==> run_1/layer_met1.png <==
Scale bar: 100 um. Supply wires on this layer in grey.
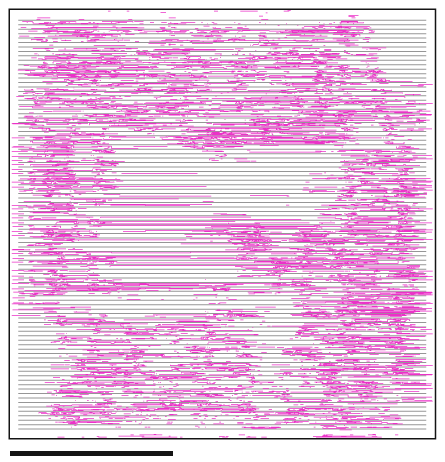
==> run_1/layer_met3.png <==
Scale bar: 100 um.
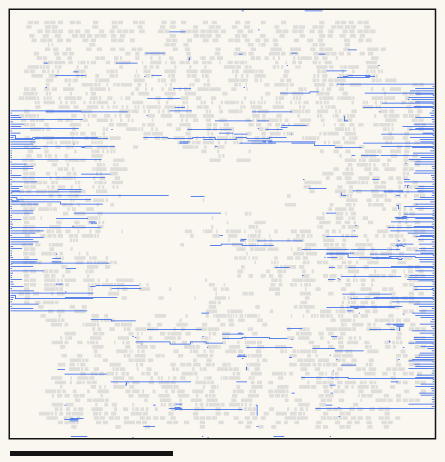
==> run_1/logic_types.png <==
Scale bar: 100 um.
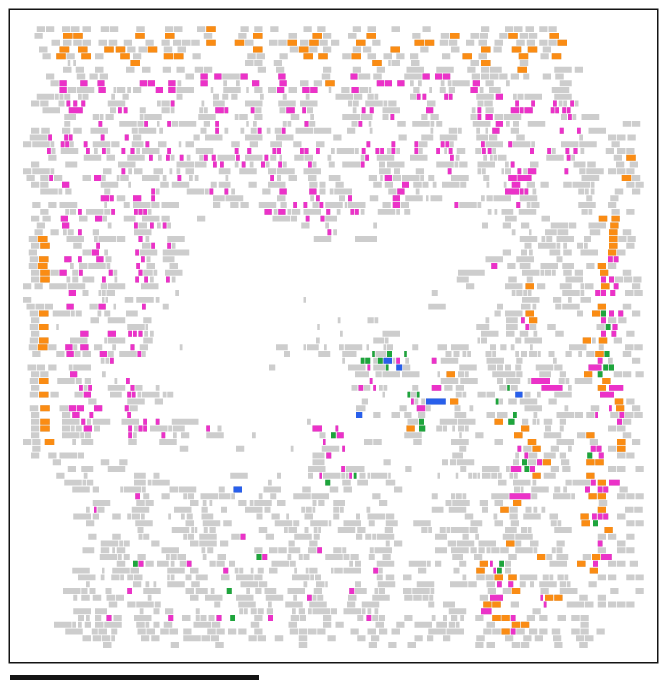
Design alu_sched, sky130hd; sources not shown.
==> flow_summary.toml, run 1 <==
# synthesis and place-and-route metrics
[cts]
cts-buffers-inserted = 54
htreeDepth = 2
hold_buffers = 0
path_clk_slew_ns = 0.05
post_cts_resized = 82
clock_sinks = 272
cts.path.max_buffers = 3
cts_tree = "done"
cts.root.buffer_cell = "clkbuf_8"

[critical_path]
cp_num_buf_inv = 2
cp-start-kind = "input port"
crit_type = "in2reg"
end_kind = "flop"
r2r_setup_slack_ns = 0.10
crit_family = "simple AND/OR/NAND/NOR gates"
slowest_stage = "nor4_1"
crit_chain = "clkdlybuf4s50_1 > nor4_1 > nand3b_1 > a222oi_1 > o21a_2 > nor2_2 > buf_4 > a211oi_1"

[final_timing]
fin_ws_ns = -0.00692
fin_setup_tns_ns = -0.00799
setup_violations = 2
period_needed_ns = 2.81
rsz0062_at_grt = "true"
relSlewSlack_pct = 30.5
max_freq_ghz = 0.356

[drt]
drt_first_pass_iters = 5
drtIter0Drc = 938
drc = 0
wire_per_inst_um = 25.9
ant_nets = 0
viasPerCell = 4.94

[floorplanning]
io_pins = 666
core-area_um2 = 62500
dieWidth_um = 260
dieArea_um2 = 68100
die_h_um = 262
fp-utilization_pct = 20.7

[status]
outcome = "finished with violations"
violations = "setup timing"

[cells_and_area]
final_cell_mix = "397 x clkdlybuf4s50_1, 271 x dfxtp_1, 265 x dlygate4sd3_1, 261 x a21oi_1, 181 x nor3_1"
final_area_um2 = 22600
final_nets = 2600

[hold_path]
holdPathStages = 3
hold_path.class = "in2reg"

[placement]
portBuffers = 664
routabilityCongestion = 0.931

[grt]
gr-total-overflow = 0
antenna_found_initial = 11
grt.total_usage_pct = 21.8
grt_max_degree = 15

[synthesis]
synth-edff-count = 0
ys_cells = 1464
synth_cells = 1464
synthTopCellsByArea = "dfxtp_1 42%, a21oi_1 10%, nor3_1 7.8%"
synth_warnings = 6
synth-main-ff-cell = "dfxtp_1"
floorplan.nets = 1864
synthTopCellsByCount = "272 x dfxtp_1, 269 x a21oi_1, 201 x nor3_1"

[power_and_ir_drop]
p_leak_nw = 8.26
p_total_mw = 12.1
-- layer_met1.png (at the start) --
wire length on this layer: 32.3 mm
longest straight run: 110 um
M1 GR Usage: 26.1%
drt total wl: 80000 um

-- layer_met3.png (at the start) --
longest straight run: 96.6 um
nets with wire on the layer: 347
share of all routed wire: 6.5%
M3 GR Usage: 5.54%
routed vias: 15.3k

-- logic_types.png (at the start) --
legend:
  nor cells:
    colour: magenta
    cells: 348
    most_used: nor3_1
  mux cells:
    colour: orange
    cells: 131
    most_used: mux2i_1
    where: spread over the die
  non-inverting ao/oa cells:
    colour: blue
    cells: 6
    most_used: o21a_1
    where: centre
  nand cells:
    colour: green
    cells: 34
    most_used: nand4_1
Comb area share: 31.7%
dominant logic cell type in the layout: clkdlybuf4s50_1
fin cells: 3093

[run 1: area by class of cell]
class / count / area [um^2]
antenna: 5 / 12.5
clock buffer: 88 / 1080
clock inverter: 10 / 134
timing repair buffer: 682 / 6800
inverter: 7 / 26.3
fill: 6497 / 39900
sequential: 272 / 5450
buffer: 164 / 901
tap: 846 / 1060
multi-input combinational: 1019 / 7160
[run 1: logic make-up (layout without fill, tap and decap cells)]
kind of cell / Yosys count / count (layout) / share of synthesized area (%)
AND-OR/OR-AND: 494 / 494 / 23.5
AND/OR/NAND/NOR: 390 / 390 / 17.9
flip-flops: 272 / 272 / 42.1
buffers and inverters: 173 / 951 / 5.44
multiplexers: 131 / 131 / 10.7
adder cells (fa/ha/maj): 2 / 2 / 0.193
XOR/XNOR: 2 / 2 / 0.135
other: 0 / 5 / 0
[run 1: report_power, final]
group          leakage [nW]  internal, mW  total, mW  switching, mW
Clock                 0.641          2.70       4.60           1.89
Combinational          5.40          1.45       3.22           1.77
Sequential             2.21          4.14       4.30          0.157
Total                  8.26          8.30       12.1           3.82
[run 1: routing by layer]
metal / track usage (%) / wire [um] / part of all wire (%) / vias up
li1: - / - / - / 7174
met2: 38.9 / 40500 / 51 / 540
met4: 5.61 / 1920 / 2.4 / 6
met3: 5.54 / 5230 / 6.5 / 118
met5: 0 / 54 / 0.068 / -
met1: 26.1 / 32300 / 40 / 7446
[run 1: worst reg2reg max path: stages, from the launching register on]
cell and delay [ns]:
dfxtp_2 0.32, inv_1 0.09, a21boi_4 0.07, buf_4 0.16
or3b_1 0.42, o32a_4 0.31, a21oi_4 0.17, o211ai_1 0.11
buf_4 0.18, buf_4 0.19, clkbuf_2 0.23, nor3_1 0.23
a211oi_1 0.08
## Run 2: what changed since run 1
Settings changed: PLACE_DENSITY_LB_ADDON 0.12 to 0.3.
==> run_2/logic_types.png <==
Scale bar: 100 um.
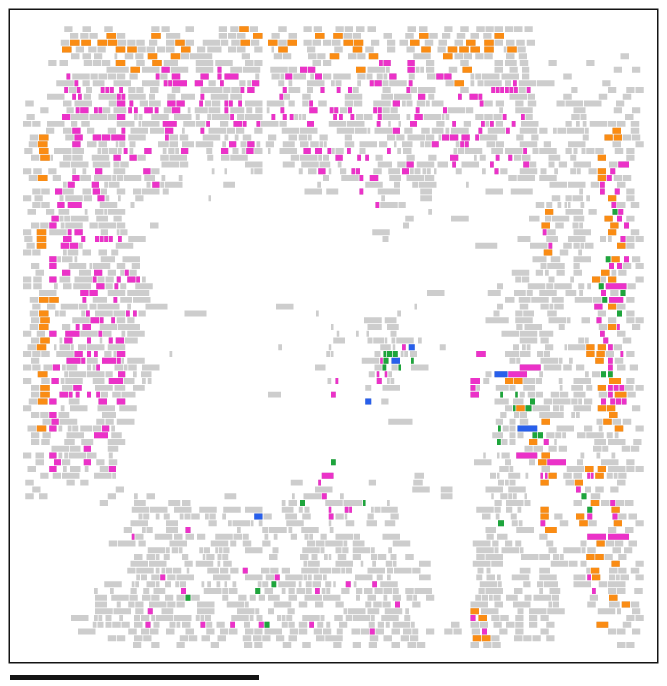
Comb area share: 33.4%
fin cells: 3109

==> flow_summary.toml, run 2 <==
# synthesis and place-and-route metrics
[cts]
clock_sinks = 272
htreeDepth = 2
cts-buffers-inserted = 51
cts.root.buffer_cell = "clkbuf_8"
path_clk_slew_ns = 0.06
cts.path.max_buffers = 3
cts_tree = "done"
hold_buffers = 0

[power_and_ir_drop]
swShare_pct = 32.2
p_leak_nw = 7.87
power.group.top = "registers"
p_int_mw = 8.16
p_comb_mw = 3.51
seq_power_share_pct = 36.2
p_sw_mw = 3.89
powerSeq_mw = 4.36
pwr-share-clk_pct = 34.6
p_clk_mw = 4.17
comb_power_share_pct = 29.2

[grt]
gr-total-overflow = 0
antenna_found_initial = 7
grt.total_usage_pct = 21.3
grt_max_degree = 14

[critical_path]
crit_type = "in2reg"
cp-start-kind = "input port"
slowest_stage = "nor4_1"
crit_chain = "clkdlybuf4s50_1 > nor4_1 > nand4_1 > buf_4 > a22oi_2 > o211ai_1 > buf_4 > buf_6 > clkbuf_8 > nor3_1 > a211oi_2"
end_kind = "flop"
r2r_setup_slack_ns = 0.07

[cells_and_area]
drive_gt1_share_pct = 22.1
final_cell_mix = "661 x clkdlybuf4s50_1, 271 x dfxtp_1, 188 x a21oi_1, 142 x nor3_1, 91 x a211oi_1"
final_nets = 2620
lay_top_count = "clkdlybuf4s50_1"
fill_cells = 6236

[floorplanning]
dieArea_um2 = 68100
die_h_um = 262
core-area_um2 = 62500
fp-utilization_pct = 20.7
io_pins = 666
dieWidth_um = 260

[final_timing]
max_freq_ghz = 0.356
relSlewSlack_pct = 33.1
fin_ws_ns = -0.00907
period_needed_ns = 2.81
setup_violations = 2
fin_setup_tns_ns = -0.0135
rsz0062_at_grt = "true"
worst_pin_slew_ns = 1.00

[status]
outcome = "finished with violations"
violations = "setup timing"

[placement]
dp_cells = 2975
portBuffers = 664
routabilityCongestion = 0.937

[drt]
ant_nets = 0
drc = 0
totalWireLength_um = 80600
num_vias = 15900
drtIter0Drc = 1114
viasPerCell = 5.10
wire_per_inst_um = 25.9
drt_first_pass_iters = 5

[synthesis]
floorplan.nets = 1864
synthTopCellsByCount = "272 x dfxtp_1, 269 x a21oi_1, 201 x nor3_1"
ys_cells = 1464
top_area_cell = "dfxtp_1"
top_cell = "dfxtp_1"
topCombFamilyByArea = "AND-OR/OR-AND gates"
avgSynthCellArea_um2 = 8.84
synth.mux.area_fraction_pct = 10.7
simple_gate_share_pct = 17.9
synth_warnings = 6
synth-edff-count = 0
synth-adder-area-share_pct = 0.193
synth-main-ff-cell = "dfxtp_1"
xor_area_share_pct = 0.135
post_synth_num_cell_types = 50
synthTopCellsByArea = "dfxtp_1 42%, a21oi_1 10%, nor3_1 7.8%"
compound_area_share_pct = 23.5
synth_cells = 1464

[hold_path]
holdPathStages = 3
hold_path.class = "in2reg"
==> run_2/detail.png <==
Scale bar: 10 um. Window x 175 to 215, y 46 to 86 um. Cells in grey, sequential cells in the stronger grey; small squares are vias.
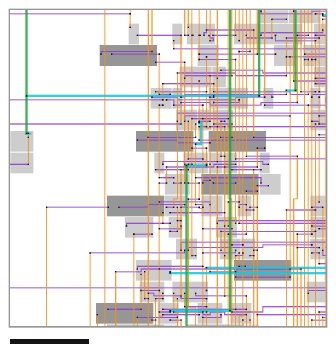
legend:
  metal 3:
    colour: cyan
  metal 4:
    colour: green
  metal 2:
    colour: orange
  metal 1:
    colour: purple
cells with their middle in the window: 55
sequential cells in the window: 7
most frequent: a211oi_1 (8), dfxtp_1 (7), clkbuf_1 (6)

-- run 2: cell counts after synthesis --
Identical to the previous run, type by type.
-- run 2: repair_timing --
item,in CTS,in global routing
cloned,2,10
setup endpoints to repair,273,272
gates resized,163,304
buffers inserted,20,8
pin swaps,13,76
-- run 2: routing by layer --
| metal | up-vias | GRT usage [%] | part of all wire [%] |
|---|---|---|---|
| met2 | 754 | 38.2 | 50 |
| li1 | 7205 | - | - |
| met4 | 0 | 7.82 | 4.0 |
| met1 | 7721 | 24.0 | 38 |
| met5 | - | 0 | 0 |
| met3 | 191 | 6.43 | 8.0 |
-- run 2: through the flow --
stage          instance area, um^2  power, mW  worst slack [ns]
3_5_place_dp                 20700       7.57             -2.47
2_1_floorplan                12900       5.69             0.230
6_report                     24000       12.1          -0.00907
4_1_cts                      22500       11.9           -0.0736
5_1_grt                      24000       12.6           -0.0999
3_3_place_gp                 20600       7.55             -2.39
-- run 2: final cells by class --
| type | instances | area [um^2] | area share, % |
|---|---|---|---|
| Sequential cell | 272 | 5450 | 22.7 |
| Multi-Input combinational cell | 1019 | 8010 | 33.4 |
| Buffer | 164 | 1130 | 4.69 |
| Antenna cell | 7 | 17.5 | 0.0730 |
| Tap cell | 846 | 1060 | 4.41 |
| Clock buffer | 84 | 1060 | 4.43 |
| Timing Repair Buffer | 705 | 7220 | 30.1 |
| Inverter | 7 | 26.3 | 0.110 |
| Clock inverter | 5 | 25.0 | 0.104 |
-- run 2: worst max-delay path: cells and delay by family --
kind / cells / cell delay [ns]
buffers and inverters: 5 / 1.14
and+or+nand+nor: 3 / 1.10
AOI/OAI and AO/OA: 3 / 0.43
Power figures rest on the tool's default switching activity, not on a simulated workload.
